## config.mk

```make
export PLATFORM = sky130hd
export DESIGN_NAME = relm_uart_tx_io_flat
export DESIGN_NICKNAME = d
export VERILOG_FILES = /design/src/rtl/relm_uart_tx_io_if.sv /design/src/rtl/relm_uart_tx_io.sv /design/src/flat_wrapper.sv
export SDC_FILE = /design/constraint.sdc
export NUM_CORES = 1
export LEC_CHECK = 0
export CAP_MARGIN = 20
export CORE_MARGIN = 2
export CORE_UTILIZATION = 50
export CTS_CLUSTER_SIZE = 30
export DETAILED_ROUTE_END_ITERATION = 12
export DONT_BUFFER_PORTS = 1
export PLACE_DENSITY = 0.68
export SYNTH_ARGS = -nofsm -noshare
export SYNTH_HDL_FRONTEND = slang
export SYNTH_SLANG_ARGS = --single-unit
```

## constraint.sdc

```tcl
create_clock -name clk -period 4.5 [get_ports clk]
set_input_delay 0.9 -clock clk [delete_from_list [all_inputs] [get_ports clk]]
set_output_delay 0.9 -clock clk [all_outputs]
set_load 0.01 [all_outputs]
```

## src/rtl/relm_uart_tx_io_if.sv

```systemverilog
// ReLM PE channel bundle for the UART transmitter.
// Carries the push data channel and the pop status/flush channel.
interface relm_uart_tx_io_if #(
  parameter int WD = 32
);
  logic [WD:0] push_d;
  logic        push_retry;
  logic [WD:0] pop_d;
  logic [WD:0] pop_q;

  modport master (output push_d, output pop_d, input push_retry, input pop_q);
  modport slave  (input push_d, input pop_d, output push_retry, output pop_q);
endinterface

```

## src/rtl/relm_uart_tx_io.sv

```systemverilog
// FIFO-buffered 8N1-style serial transmitter on a ReLM push channel.
// Also handles in-order divisor commands and a pop-side status/flush port.
module relm_uart_tx_io #(
  parameter int WD    = 32,
  parameter int WAD   = 4,
  parameter int WCHAR = 8,
  parameter int WBAUD = 16,
  parameter int DIV   = 868
) (
  input  logic             clk,
  input  logic             rst,
  relm_uart_tx_io_if.slave bus,
  output logic             txd
);
  localparam int WP    = (WCHAR > WBAUD) ? WCHAR : WBAUD;
  localparam int WBC   = $clog2(WCHAR + 1);
  localparam int DEPTH = 2 ** WAD;

  typedef enum logic [2:0] {IDLE, FETCH, START, DATA, STOP} state_t;

  state_t           state, state_next;
  logic [WP:0]      mem [DEPTH];
  logic [WP:0]      rd_data;
  logic [WAD:0]     wr_ptr, rd_ptr, occ;
  logic             empty, full, accept, deq, flush, busy, retry;
  logic             baud_zero, last_bit, is_cmd;
  logic [WBAUD-1:0] div, baudcnt, cmd_div;
  logic [WCHAR-1:0] shreg;
  logic [WBC-1:0]   bitcnt;
  logic [WD-1:0]    status;
  logic             unused_bits;

  assign empty     = (rd_ptr == wr_ptr);
  assign full      = (rd_ptr[WAD-1:0] == wr_ptr[WAD-1:0]) && (rd_ptr[WAD] != wr_ptr[WAD]);
  assign occ       = wr_ptr - rd_ptr;
  assign retry     = full & ~deq;
  assign accept    = bus.push_d[WD] & ~retry;
  assign flush     = bus.pop_d[WD] & bus.pop_d[0];
  assign busy      = (state != IDLE) | ~empty;
  assign baud_zero = (baudcnt == '0);
  assign last_bit  = (bitcnt == WBC'(WCHAR - 1));
  assign is_cmd    = rd_data[WP];
  assign cmd_div   = rd_data[WBAUD-1:0];

  // Payload bits above the stored width and the unused pop bits are dropped.
  assign unused_bits = ^{bus.pop_d[WD-1:1], bus.push_d[WD-2:WP]};

  assign bus.push_retry = retry;
  assign bus.pop_q      = {1'b0, status};

  always_comb begin
    status          = '0;
    status[WAD:0]   = occ;
    status[WAD+1]   = busy;
  end

  always_ff @(posedge clk) begin
    if (accept) mem[wr_ptr[WAD-1:0]] <= {bus.push_d[WD-1], bus.push_d[WP-1:0]};
  end

  // A flush that coincides with an accept must also skip the word being written.
  always_ff @(posedge clk or posedge rst) begin
    if (rst) begin
      wr_ptr  <= '0;
      rd_ptr  <= '0;
      rd_data <= '0;
    end else begin
      if (accept) wr_ptr <= wr_ptr + (WAD+1)'(1);
      if (flush) rd_ptr <= wr_ptr + (WAD+1)'(accept);
      else if (deq) rd_ptr <= rd_ptr + (WAD+1)'(1);
      if (deq) rd_data <= mem[rd_ptr[WAD-1:0]];
    end
  end

  always_ff @(posedge clk or posedge rst) begin
    if (rst) state <= IDLE;
    else     state <= state_next;
  end

  always_comb begin
    state_next = state;
    case (state)
      IDLE:    if (!empty) state_next = FETCH;
      FETCH:   state_next = is_cmd ? IDLE : START;
      START:   if (baud_zero) state_next = DATA;
      DATA:    if (baud_zero && last_bit) state_next = STOP;
      STOP:    if (baud_zero) state_next = IDLE;
      default: state_next = IDLE;
    endcase
  end

  always_comb begin
    deq = 1'b0;
    txd = 1'b1;
    case (state)
      IDLE:    deq = ~empty;
      START:   txd = 1'b0;
      DATA:    txd = shreg[0];
      default: ;
    endcase
  end

  // Every timed state reloads div-1 on entry and advances when the count reads 0.
  always_ff @(posedge clk or posedge rst) begin
    if (rst) begin
      div     <= WBAUD'(DIV);
      baudcnt <= '0;
      shreg   <= '0;
      bitcnt  <= '0;
    end else begin
      case (state)
        FETCH: begin
          if (is_cmd) begin
            div <= (cmd_div == '0) ? WBAUD'(1) : cmd_div;
          end else begin
            shreg   <= rd_data[WCHAR-1:0];
            bitcnt  <= '0;
            baudcnt <= div - WBAUD'(1);
          end
        end
        START, STOP: begin
          baudcnt <= baud_zero ? div - WBAUD'(1) : baudcnt - WBAUD'(1);
        end
        DATA: begin
          if (baud_zero) begin
            baudcnt <= div - WBAUD'(1);
            shreg   <= shreg >> 1;
            bitcnt  <= bitcnt + WBC'(1);
          end else begin
            baudcnt <= baudcnt - WBAUD'(1);
          end
        end
        default: ;
      endcase
    end
  end
endmodule

```

## src/flat_wrapper.sv

```systemverilog
// flat-port wrapper written by rule: the top's interface ports become plain ports
module relm_uart_tx_io_flat 
#(
  parameter int WD    = 32,
  parameter int WAD   = 4,
  parameter int WCHAR = 8,
  parameter int WBAUD = 16,
  parameter int DIV   = 868
)
  (clk, rst, txd, bus_push_d, bus_pop_d, bus_push_retry, bus_pop_q);
  relm_uart_tx_io_if #(.WD(WD)) bus_i ();
  input  logic clk;
  input  logic rst;
  output logic txd;
  input wire logic [$bits(bus_i.push_d)-1:0] bus_push_d;
  input wire logic [$bits(bus_i.pop_d)-1:0] bus_pop_d;
  output wire logic [$bits(bus_i.push_retry)-1:0] bus_push_retry;
  output wire logic [$bits(bus_i.pop_q)-1:0] bus_pop_q;
  assign bus_i.push_d = bus_push_d;
  assign bus_i.pop_d = bus_pop_d;
  assign bus_push_retry = bus_i.push_retry;
  assign bus_pop_q = bus_i.pop_q;
  relm_uart_tx_io #(.WD(WD), .WAD(WAD), .WCHAR(WCHAR), .WBAUD(WBAUD), .DIV(DIV)) u_core (.clk(clk), .rst(rst), .bus(bus_i), .txd(txd));
endmodule
```

Placement view:
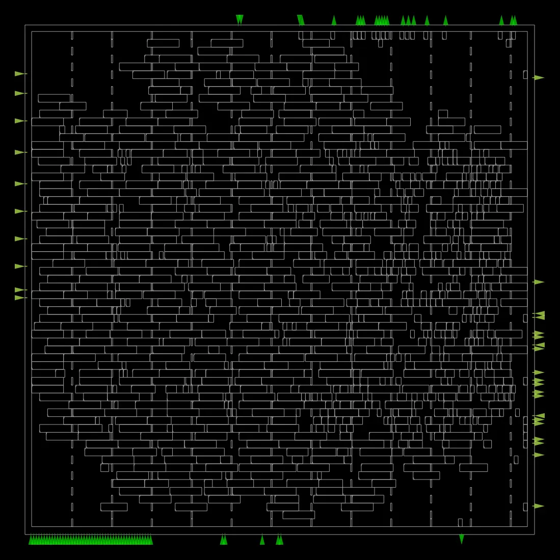
final standard cell utilization of the core: 0.560
fill cell count: 2263
core footprint: 29400 um^2
number of placement rows: 63

Power grid:
Pins as bars on the die edge. Tap cells in grey.
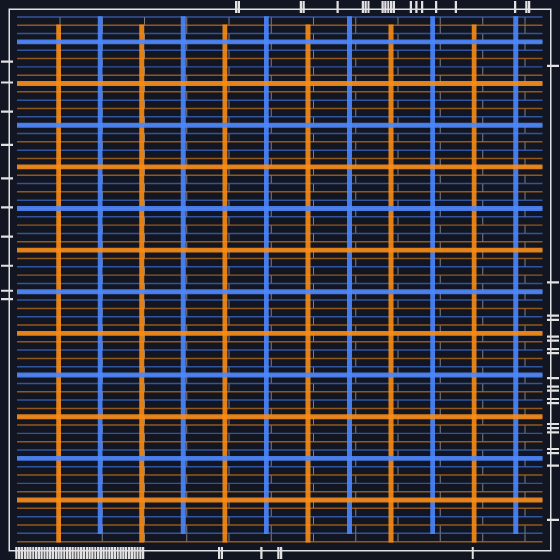
[VSS] orange
[VDD] blue
met4 straps: 12
met1 rails: 64

Clock distribution:
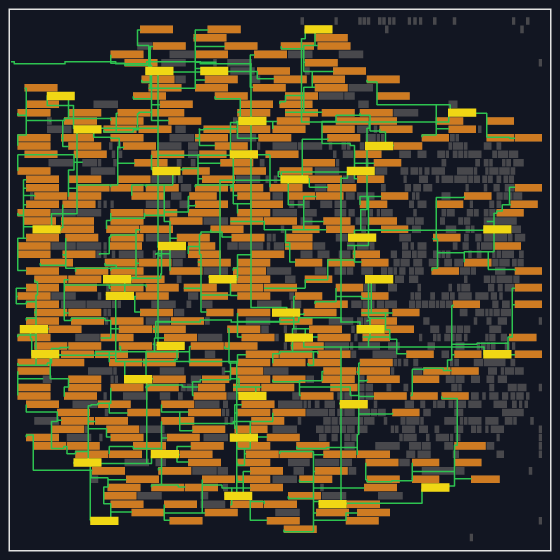
[clock wires] green | length: 4080 um
[cells driving clock nets] yellow | count: 37
[flip-flops] orange | count: 346
routed clock nets: 38
flops lie: all over the die

Placed cells, one colour a class:
Scale bar: 50 um. Fill, decap, tap and diode cells in grey.
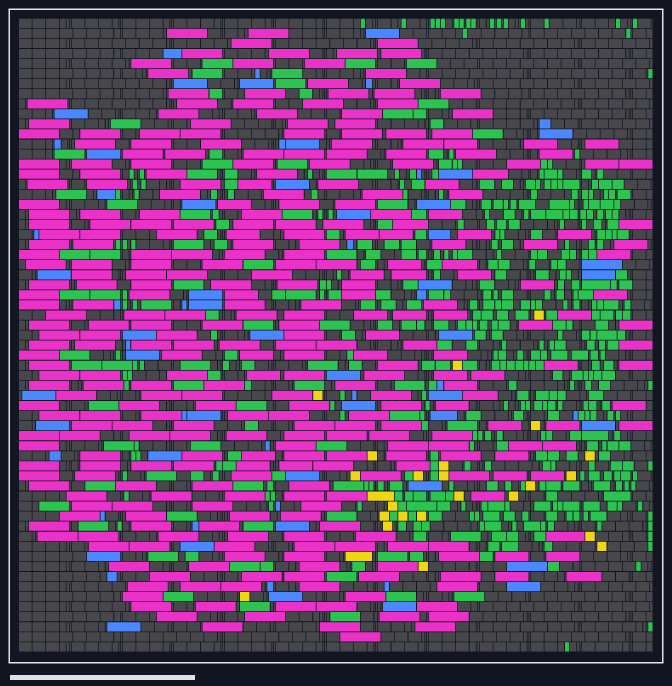
[flops] magenta | cells: 346 | share of their area: 63%
[other buffers and delay cells] yellow | cells: 25 | share of their area: 1.3%
[all other logic] green | cells: 522 | share of their area: 28%
[clock drivers and dummy loads] blue | cells: 68 | share of their area: 7.5%

Signal wires on met2:
Scale bar: 50 um.
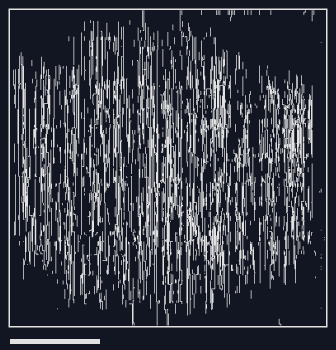
main direction: vertical
longest straight run: 94.9 um
share of all routed wire: 49%
nets with wire on the layer: 822
wirelength, routed: 30700 um
met2 demand-to-capacity share in global routing: 0.338
Vias: 7840

==> Slide: Implementation Results <==
Implementation Results

Timing
  • Final Hold Violation Tally: 0
  • Highest clock frequency the design can meet: 285 MHz
  • Relative max-transition margin: 0.252
  • Worst hold margin: between 0.3 and 0.4 ns
  • Setup TNS: 0 ns
  • Post-Route Skew: 0.0174 ns
  • Worst-Margin Slew: 1.12 ns
  • Final critical-path setup slack: approximately 0.99 ns

Synthesis
  • Sequential-to-total area share from yosys stat: 0.675
  • Number of unique standard cell types used by synthesis: 68
  • Area contributors post-synth: edfxtp_1 55%, dfrtp_1 12%, mux4_2 10%, mux2_2 2.2%, nand2_1 2.0%
  • Synth top area share: 0.550
  • Synth logic family: multiplexers
  • Simple-gate share of the synthesized area: 0.0739
  • Cell count listed in synth_stat.txt: 913
  • Top FF cell, synth: edfxtp_1
  • Share of flip-flops with an asynchronous set or reset after synthesis: 0.214
  • Fraction of synthesized cell area in xor and xnor cells: 0.0171
  • Most repeated cell in the gate-level netlist after synthesis: edfxtp_1
  • Mapped Avg Cell Area: 16.3 um^2
  • Flip-flops with a built-in enable: 272

GRT
  • GR Layer Usage met1: 0.285
  • Vias in the first global route: 7994
  • Layer with the highest usage: met2
  • Met3 routing resource usage after global routing: 0.0357
  • Largest net degree at the start of global routing: 72

Route
  • Iteration tally of the first detailed-router pass: 5
  • Metal1 wirelength: 13500 um
  • WL per Instance: 22.7 um
  • Max Used Layer: met4
  • Routed met3 length: between 1500 and 2000 um
  • Via-per-instance ratio: just under 6
  • Metal2 WL: 15000 um
  • Count of routing violations after the opening detailed-route iteration: a little under 800

Run
  • Max capacitance violation total: 0
  • OpenROAD warning count: 76

Final layout
  • Portion of the layout cell area used by non-clock buffers: 0.0129
  • Portion of the layout cell area used by clock cells: 0.0724
  • Combinational share of cell area: 0.272
  • Total of clock buffers placed in the layout: approximately 50
  • Nets: between 1000 and 1500
  • Sequential fraction of total cell area: 0.609
  • Max reg flops: 272
  • Proportion of layout cells with a drive suffix above 1: 0.228
  • Final instance area: 16500 um^2
  • Count of non-filler cells in the finished layout: 1351
  • Top logic cell by instance count in the layout: edfxtp_1
  • FF/Latch Area: 10000 um^2
  • Area growth from synthesis to final layout: 10.9%

Critical path
  • Largest fanout on the critical path: 71
  • Critical path class: reg2out
  • Launching element type of the critical path: register
  • Crit path largest cell delay: 0.78 ns
  • Count of cells along the worst register-to-register path: 6
  • Critical path origin: u_core.rd_ptr[1]$_DFFE_PP0P_
  • Capturing point of the worst reg2reg path: u_core.mem[8][16]$_DFFE_PP_
  • Cell with the biggest individual delay on the critical path: buf_4
  • Signal arrival time at the worst endpoint: 2.61 ns
  • Worst path bufs/invs: 2
  • RR Startpoint: u_core.wr_ptr[2]$_DFFE_PP0P_
  • Worst setup path endpoint: bus_pop_q[4]
  • Crit-path cells: buf_4, fa_1, inv_1, a21o_1, a21oi_1, xnor2_1
  • Kind of cell adding the most delay to the critical path: buffers and inverters

Die
  • Die y size: about 180 um
  • Die extent in x: 176 um
  • Ports: 103
  • Number of well taps: 390
  • Die outline area: approximately 31000 um^2

Place
  • Placer's final routability congestion estimate: 0.830
  • Cell count after placement: between 1000 and 1500
  • Dpl cell area: 15300 um^2

Clocking
  • Number of CTS-inserted buffers: 37
  • Count of cells resized by post-cts repair: 0
  • Master cell of the clock root buffer: clkbuf_16
  • Clock input transition at the sequential cells of the worst setup and hold paths: ~0.060 ns
  • Max Buffers Root-to-Sink: 3

Power and ir drop
  • Share of power burned in registers: 0.435
  • Design Power: 10000 uW
  • Clock power frac: 0.296
  • Logic gate share of total power: 0.269
  • Power drawn by the sequential cells: 4370 uW

Outcome
  • Run status: finished, final reports clean

Hold path
  • Min-Delay Path Class: in2async
No activity file was given, so power comes from the tool's default toggle rates.
